==> src/rtl/fb_arbiter.sv <==
// fb_arbiter -- shares one single-port synchronous framebuffer RAM between
// VGA scanout and a pixel writer.
//
// The slot flop toggles on every CLOCK_50 edge. Slot 0 belongs to scanout and
// slot 1 belongs to the writer. When scanout is blanked (vga_en low), slot 0
// is handed to the writer as well. Scanout data lands in vga_d two edges after
// its address is presented. It then holds until the next scanout result.
//
// Optional feature (macro FB_ARB_WQUEUE_EN): writes are posted into a
// WQ_DEPTH-entry FIFO and acked immediately. The FIFO head drains into the RAM
// once per granted slot. A read is only accepted once the FIFO is empty, so a
// read never overtakes an earlier write.
//
// Ports:
//   CLOCK_50   in   sole clock
//   reset      in   asynchronous active-low reset
//   vga_adr    in   scanout read address (used in scanout slots)
//   vga_en     in   scanout active; low donates scanout slots to the writer
//   vga_d      out  registered scanout pixel
//   wr_req     in   writer request (held until wr_ack)
//   wr_we      in   1 = write, 0 = read
//   wr_adr     in   writer address
//   wr_wdata   in   writer write data
//   wr_ack     out  request accepted (one-cycle pulse)
//   wr_rvalid  out  wr_rdata valid (one-cycle pulse)
//   wr_rdata   out  registered writer read data
//   mem_adr    out  RAM address
//   mem_we     out  RAM write enable
//   mem_wdata  out  RAM write data
//   mem_rdata  in   RAM read data, valid one cycle after mem_adr
module fb_arbiter #(
    parameter int ADDR_W   = 16,
    parameter int DATA_W   = 24,
    parameter int WQ_DEPTH = 4
) (
    input  logic              CLOCK_50,
    input  logic              reset,
    input  logic [ADDR_W-1:0] vga_adr,
    input  logic              vga_en,
    output logic [DATA_W-1:0] vga_d,
    input  logic              wr_req,
    input  logic              wr_we,
    input  logic [ADDR_W-1:0] wr_adr,
    input  logic [DATA_W-1:0] wr_wdata,
    output logic              wr_ack,
    output logic              wr_rvalid,
    output logic [DATA_W-1:0] wr_rdata,
    output logic [ADDR_W-1:0] mem_adr,
    output logic              mem_we,
    output logic [DATA_W-1:0] mem_wdata,
    input  logic [DATA_W-1:0] mem_rdata
);

    typedef enum logic {
        IDLE    = 1'b0,
        RD_WAIT = 1'b1
    } wr_state_t;

    wr_state_t         state_reg, state_next;
    logic              slot_reg;
    logic              scan_pend_reg;
    logic [DATA_W-1:0] vga_d_reg;
    logic [DATA_W-1:0] wr_rdata_reg;
    logic              wr_rvalid_reg;

    logic              granted;
    logic              scan_slot;
    logic              issue_we;
    logic [ADDR_W-1:0] issue_adr;
    logic [DATA_W-1:0] issue_wdata;
    logic              ack;

    // The writer owns slot 1 always, and slot 0 whenever scanout is blanked.
    assign granted   = slot_reg | ~vga_en;
    assign scan_slot = ~slot_reg & vga_en;

`ifdef FB_ARB_WQUEUE_EN
    localparam int PTR_W = $clog2(WQ_DEPTH);

    logic [ADDR_W-1:0] wq_adr_mem  [WQ_DEPTH];
    logic [DATA_W-1:0] wq_data_mem [WQ_DEPTH];
    logic [PTR_W:0]    wq_wr_ptr_reg, wq_rd_ptr_reg;
    logic              wq_empty, wq_full, wq_push, wq_pop;

    // Extra pointer bit tells a full queue apart from an empty one.
    assign wq_empty = (wq_wr_ptr_reg == wq_rd_ptr_reg);
    assign wq_full  = (wq_wr_ptr_reg[PTR_W] != wq_rd_ptr_reg[PTR_W]) &&
                      (wq_wr_ptr_reg[PTR_W-1:0] == wq_rd_ptr_reg[PTR_W-1:0]);
    // Fullness comes from the registered pointers. A push at full is therefore
    // refused even when the head drains in the same cycle.
    assign wq_push  = reset & wr_req & wr_we & ~wq_full;

    always_comb begin
        state_next  = state_reg;
        issue_we    = 1'b0;
        issue_adr   = vga_adr;
        issue_wdata = '0;
        ack         = wq_push;
        wq_pop      = 1'b0;
        case (state_reg)
            IDLE: begin
                if (granted && !wq_empty) begin
                    wq_pop      = 1'b1;
                    issue_we    = 1'b1;
                    issue_adr   = wq_adr_mem[wq_rd_ptr_reg[PTR_W-1:0]];
                    issue_wdata = wq_data_mem[wq_rd_ptr_reg[PTR_W-1:0]];
                end else if (granted && wr_req && !wr_we && wq_empty) begin
                    ack        = 1'b1;
                    issue_adr  = wr_adr;
                    state_next = RD_WAIT;
                end
            end
            RD_WAIT: state_next = IDLE;
            default: state_next = IDLE;
        endcase
    end

    always_ff @(posedge CLOCK_50) begin
        if (wq_push) begin
            wq_adr_mem[wq_wr_ptr_reg[PTR_W-1:0]]  <= wr_adr;
            wq_data_mem[wq_wr_ptr_reg[PTR_W-1:0]] <= wr_wdata;
        end
    end

    always_ff @(posedge CLOCK_50 or negedge reset) begin
        if (!reset) begin
            wq_wr_ptr_reg <= '0;
            wq_rd_ptr_reg <= '0;
        end else begin
            if (wq_push) wq_wr_ptr_reg <= wq_wr_ptr_reg + 1'b1;
            if (wq_pop)  wq_rd_ptr_reg <= wq_rd_ptr_reg + 1'b1;
        end
    end
`else
    always_comb begin
        state_next  = state_reg;
        issue_we    = 1'b0;
        issue_adr   = vga_adr;
        issue_wdata = '0;
        ack         = 1'b0;
        case (state_reg)
            IDLE: begin
                if (granted && wr_req) begin
                    ack         = 1'b1;
                    issue_we    = wr_we;
                    issue_adr   = wr_adr;
                    issue_wdata = wr_wdata;
                    if (!wr_we) state_next = RD_WAIT;
                end
            end
            RD_WAIT: state_next = IDLE;
            default: state_next = IDLE;
        endcase
    end
`endif

    always_ff @(posedge CLOCK_50 or negedge reset) begin
        if (!reset) begin
            slot_reg      <= 1'b0;
            state_reg     <= IDLE;
            scan_pend_reg <= 1'b0;
            vga_d_reg     <= '0;
            wr_rdata_reg  <= '0;
            wr_rvalid_reg <= 1'b0;
        end else begin
            slot_reg      <= ~slot_reg;
            state_reg     <= state_next;
            // The scanout address went out last cycle, so mem_rdata now holds its pixel.
            scan_pend_reg <= scan_slot;
            if (scan_pend_reg) vga_d_reg <= mem_rdata;
            // RD_WAIT is the cycle in which the writer's read data is on mem_rdata.
            // Registering it puts rvalid and rdata out together in the cycle after.
            wr_rvalid_reg <= (state_reg == RD_WAIT);
            if (state_reg == RD_WAIT) wr_rdata_reg <= mem_rdata;
        end
    end

    // The combinational outputs are forced to zero while reset is held.
    assign mem_adr   = reset ? issue_adr : '0;
    assign mem_we    = reset & issue_we;
    assign mem_wdata = reset ? issue_wdata : '0;
    assign wr_ack    = reset & ack;
    assign vga_d     = vga_d_reg;
    assign wr_rdata  = wr_rdata_reg;
    assign wr_rvalid = wr_rvalid_reg;

endmodule

==> config.mk <==
export PLATFORM = sky130hd
export DESIGN_NAME = fb_arbiter
export DESIGN_NICKNAME = d
export VERILOG_FILES = /design/src/rtl/fb_arbiter.sv
export SDC_FILE = /design/constraint.sdc
export NUM_CORES = 1
export LEC_CHECK = 0
export CAP_MARGIN = 20
export CORE_ASPECT_RATIO = 1.2
export CORE_MARGIN = 4
export CORE_UTILIZATION = 34
export CTS_CLUSTER_DIAMETER = 120
export DETAILED_ROUTE_END_ITERATION = 8
export PLACE_DENSITY = 0.85
export SLEW_MARGIN = 25
export SYNTH_ARGS = -nofsm -noshare
export SYNTH_HDL_FRONTEND = slang
export SYNTH_SLANG_ARGS = --single-unit
==> constraint.sdc <==
create_clock -name CLOCK_50 -period 1.7 [get_ports CLOCK_50]
set_input_delay 0.255 -clock CLOCK_50 [delete_from_list [all_inputs] [get_ports CLOCK_50]]
set_output_delay 0.255 -clock CLOCK_50 [all_outputs]
set_load 0.05 [all_outputs]
==> images/gate_families.png <==
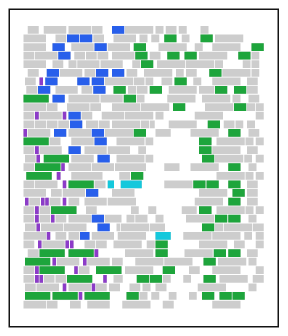
NAND gates -> purple  # cells 32
multiplexers -> green  # cells 64, where all over the die
AND and OR gates -> blue  # cells 26
NOR gates -> cyan  # cells 3
logic gate fraction of the total cell area: 26.1%
tally of non-filler cells in the final layout: 466
commonest non-fill, non-tap cell in the layout: sky130_fd_sc_hd__clkdlybuf4s50_1

==> images/clock_map.png <==
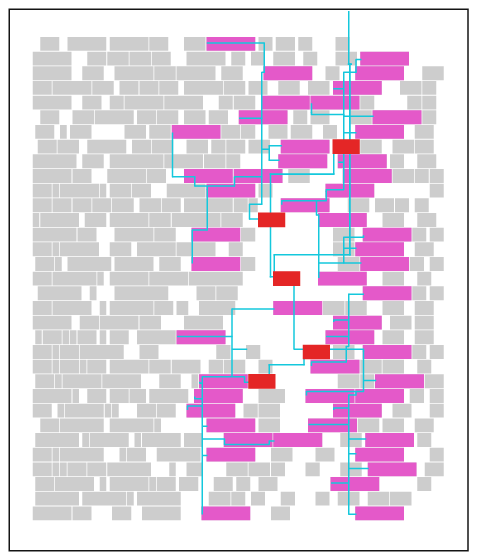
flip-flops -> magenta  # count 52
cells driving clock nets -> red  # count 5
clock wires -> cyan  # length 543 µm
routed clock nets = 6
Worst Skew: 3.35 ps
insertion delay to the later sink of the worst-skew pair: 290 ps
Clk pwr share: 15.4%
clock network power: 649 µW

==> report_table.html <==
<p>Metrics extracted from the flow reports.</p>
<table>
<tr><th>Metric</th><th>Value</th></tr>
<tr><th colspan="2">Synthesis</th></tr>
<tr><td>Fraction of the mapped netlist area in adder cells</td><td>0%</td></tr>
<tr><td>Post-synth top flop</td><td>sky130_fd_sc_hd__dfrtp_1</td></tr>
<tr><td>Compound-cell area share of the yosys netlist</td><td>0%</td></tr>
<tr><td>Count of unique library cells instantiated by Yosys</td><td>12</td></tr>
<tr><td>Synthesized cell area</td><td>2400 µm²</td></tr>
<tr><td>Seq share, synth</td><td>54.1%</td></tr>
<tr><td>Multiplexer fraction of the synthesized cell area</td><td>29.1%</td></tr>
<tr><td>Dominant cell area share</td><td>54.1%</td></tr>
<tr><td>Mean cell area of the mapped netlist</td><td>12.4 µm²</td></tr>
<tr><td>Top logic family</td><td>multiplexers</td></tr>
<tr><td>Simple-gate share of the synthesized area</td><td>13.1%</td></tr>
<tr><td>Post-synth area from yosys stat</td><td>2400 µm²</td></tr>
<tr><td>Most common cell in the netlist</td><td>sky130_fd_sc_hd__dfrtp_1</td></tr>
<tr><td>Mapped Nets</td><td>279</td></tr>
<tr><th colspan="2">Power</th></tr>
<tr><td>Switching portion of total power</td><td>38.9%</td></tr>
<tr><td>Seq pwr</td><td>1500 µW</td></tr>
<tr><td>Cell Pwr Density</td><td>815 nW/µm²</td></tr>
<tr><td>Internal cell power</td><td>2580 µW</td></tr>
<tr><td>Share of total power in sequential cells</td><td>35.5%</td></tr>
<tr><td>Switching power total</td><td>1640 µW</td></tr>
<tr><td>Power of the combinational group</td><td>2070 µW</td></tr>
<tr><td>Leak</td><td>0.00219 µW</td></tr>
<tr><td>Comb power frac</td><td>49.1%</td></tr>
<tr><td>Top contributor to total power</td><td>combinational cells</td></tr>
<tr><th colspan="2">Floorplanning</th></tr>
<tr><td>Placeable core region</td><td>6850 µm²</td></tr>
<tr><td>Horizontal extent of the die</td><td>84.8 µm</td></tr>
<tr><td>Tap cells</td><td>87</td></tr>
<tr><th colspan="2">Critical path</th></tr>
<tr><td>Reg2Reg Depth</td><td>6</td></tr>
<tr><td>Required time at the worst-slack endpoint</td><td>1440 ps</td></tr>
<tr><td>Top delay family on crit path</td><td>buffers and inverters</td></tr>
<tr><td>Cell Chain, Critical Path</td><td>nor2b_4 -&gt; nor3b_4 -&gt; buf_6 -&gt; buf_6 -&gt; clkbuf_16 -&gt; and3_4 -&gt; buf_12</td></tr>
<tr><td>CP Launch Point</td><td>slot_reg$_DFF_PN0_</td></tr>
<tr><td>Endpoint of the worst setup timing path</td><td>mem_wdata[20]</td></tr>
<tr><td>Maximum fanout along the worst path</td><td>9</td></tr>
<tr><td>Critical R2R Launch</td><td>slot_reg$_DFF_PN0_</td></tr>
<tr><td>Logic depth of the worst path, buffers included</td><td>7</td></tr>
<tr><td>Worst setup path class</td><td>reg -&gt; out</td></tr>
<tr><td>Crit path buf inv count</td><td>4</td></tr>
<tr><td>Reg-to-reg setup timing slack</td><td>400 ps</td></tr>
<tr><td>Element type at the critical path end</td><td>output port</td></tr>
<tr><th colspan="2">Global route</th></tr>
<tr><td>Busiest layer in global routing</td><td>met2</td></tr>
<tr><td>Initial antenna violation count</td><td>0</td></tr>
<tr><td>Total congestion overflow</td><td>0</td></tr>
<tr><td>Vias in the first global route</td><td>2,590</td></tr>
<tr><td>GR Layer Usage met1</td><td>20.4%</td></tr>
<tr><td>Total routing resource utilization after global routing</td><td>19.8%</td></tr>
<tr><td>First-pass GRT wire length</td><td>13.2 mm</td></tr>
<tr><th colspan="2">Finish</th></tr>
<tr><td>Number of non-clock inverters</td><td>1</td></tr>
<tr><td>Leading cell category by total area</td><td>non-clock buffers</td></tr>
<tr><td>Fraction of cell area in non-clock buffers</td><td>45.1%</td></tr>
<tr><td>Most common logic cells in the final layout</td><td>82 x sky130_fd_sc_hd__clkdlybuf4s50_1, 58 x sky130_fd_sc_hd__buf_4, 52 x sky130_fd_sc_hd__dfrtp_1</td></tr>
<tr><td>Number of flip-flops and latches</td><td>52</td></tr>
<tr><td>P&amp;R area growth vs syn</td><td>115%</td></tr>
<tr><td>Seq. cell area</td><td>1300 µm²</td></tr>
<tr><td>Antenna cell count</td><td>0</td></tr>
<tr><td>Clk_buf instances</td><td>5</td></tr>
<tr><td>Multi-input combinational cell area</td><td>1350 µm²</td></tr>
<tr><td>Comb_multi_in</td><td>125</td></tr>
<tr><td>Non-Filler Cell Area, Final</td><td>5180 µm²</td></tr>
<tr><td>Clock network share of area</td><td>1.57%</td></tr>
<tr><td>Total of fill cells in the finished design</td><td>436</td></tr>
<tr><td>Sequential cell area share</td><td>25.1%</td></tr>
<tr><th colspan="2">Drt</th></tr>
<tr><td>Routed length on met1</td><td>2.82 mm</td></tr>
<tr><td>Detailed-router iteration count before antenna repair</td><td>4</td></tr>
<tr><td>Top metal layer carrying routed signals</td><td>met4</td></tr>
<tr><td>First-iteration detailed-routing DRC count</td><td>29</td></tr>
<tr><td>Antenna Violating Nets Remaining</td><td>0</td></tr>
<tr><td>DR DRC count</td><td>0</td></tr>
<tr><td>Met2 wirelength from detailed routing</td><td>4.65 mm</td></tr>
<tr><td>Avg WL per Cell</td><td>18.2 µm</td></tr>
<tr><td>Via density</td><td>4.84</td></tr>
<tr><th colspan="2">Place</th></tr>
<tr><td>Number of cells after detailed placement</td><td>449</td></tr>
<tr><td>Total of buffers placed on input and output ports</td><td>175</td></tr>
<tr><td>Setup slack after placement</td><td>-391 ps</td></tr>
<tr><td>RD Place Congestion</td><td>0.749</td></tr>
<tr><th colspan="2">Final timing</th></tr>
<tr><td>Max Fclk</td><td>504 MHz</td></tr>
<tr><td>Total negative slack for setup checks</td><td>-10,500 ps</td></tr>
<tr><td>Unrepaired setup endpoints after global routing</td><td>yes</td></tr>
<tr><td>Pins Over Slew Limit</td><td>0</td></tr>
<tr><td>Slack of the critical path</td><td>-284 ps</td></tr>
<tr><td>Setup Viol. Count Final</td><td>42</td></tr>
<tr><td>Worst Hold Slack</td><td>270 ps</td></tr>
<tr><td>Count of endpoints failing hold in the final timing report</td><td>0</td></tr>
<tr><td>Final critical-path required period</td><td>1980 ps</td></tr>
<tr><th colspan="2">Clocking</th></tr>
<tr><td>Post-cts resize count</td><td>33</td></tr>
<tr><td>Maximum level of the CTS H-tree</td><td>2</td></tr>
<tr><td>Clock root buffer</td><td>sky130_fd_sc_hd__clkbuf_8</td></tr>
<tr><td>Hold buffer count at CTS</td><td>0</td></tr>
<tr><td>TritonCTS clock tree</td><td>yes</td></tr>
<tr><td>Number of buffers between clock root and the deepest sink</td><td>2</td></tr>
<tr><td>Register clock-pin slew on the reported worst setup and hold paths</td><td>90 ps</td></tr>
<tr><th colspan="2">Status</th></tr>
<tr><td>Violations in the final reports</td><td>negative setup slack</td></tr>
<tr><td>Run status</td><td>finished, violations left</td></tr>
<tr><th colspan="2">Hold path</th></tr>
<tr><td>Worst hold path type</td><td>in -&gt; async</td></tr>
<tr><th colspan="2">Flow run</th></tr>
<tr><td>Number of warnings in the stage logs</td><td>29</td></tr>
</table>
==> images/final_congestion.png <==
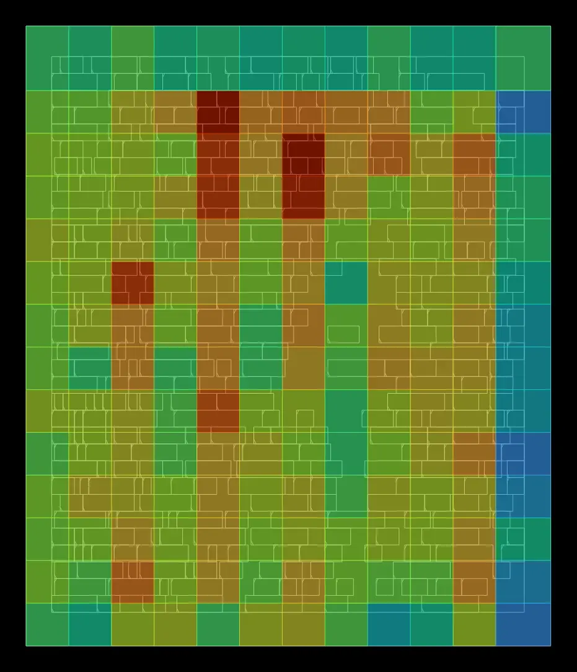
GRT met3 Usage: 8.29%
routing usage on met2: 36.6%

==> images/met2.png <==
Cells faint in the background.
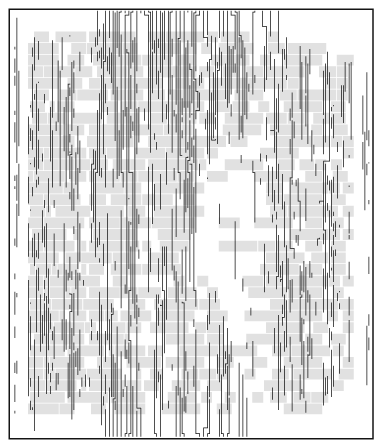
nets with wire on the layer = 439
main direction = vertical
share of all routed wire = 55%
wire length on this layer = 4,650 µm
routed vias: 2,255
total length of routed wires: 8.50 mm

No activity file was given, so power comes from the tool's default toggle rates.
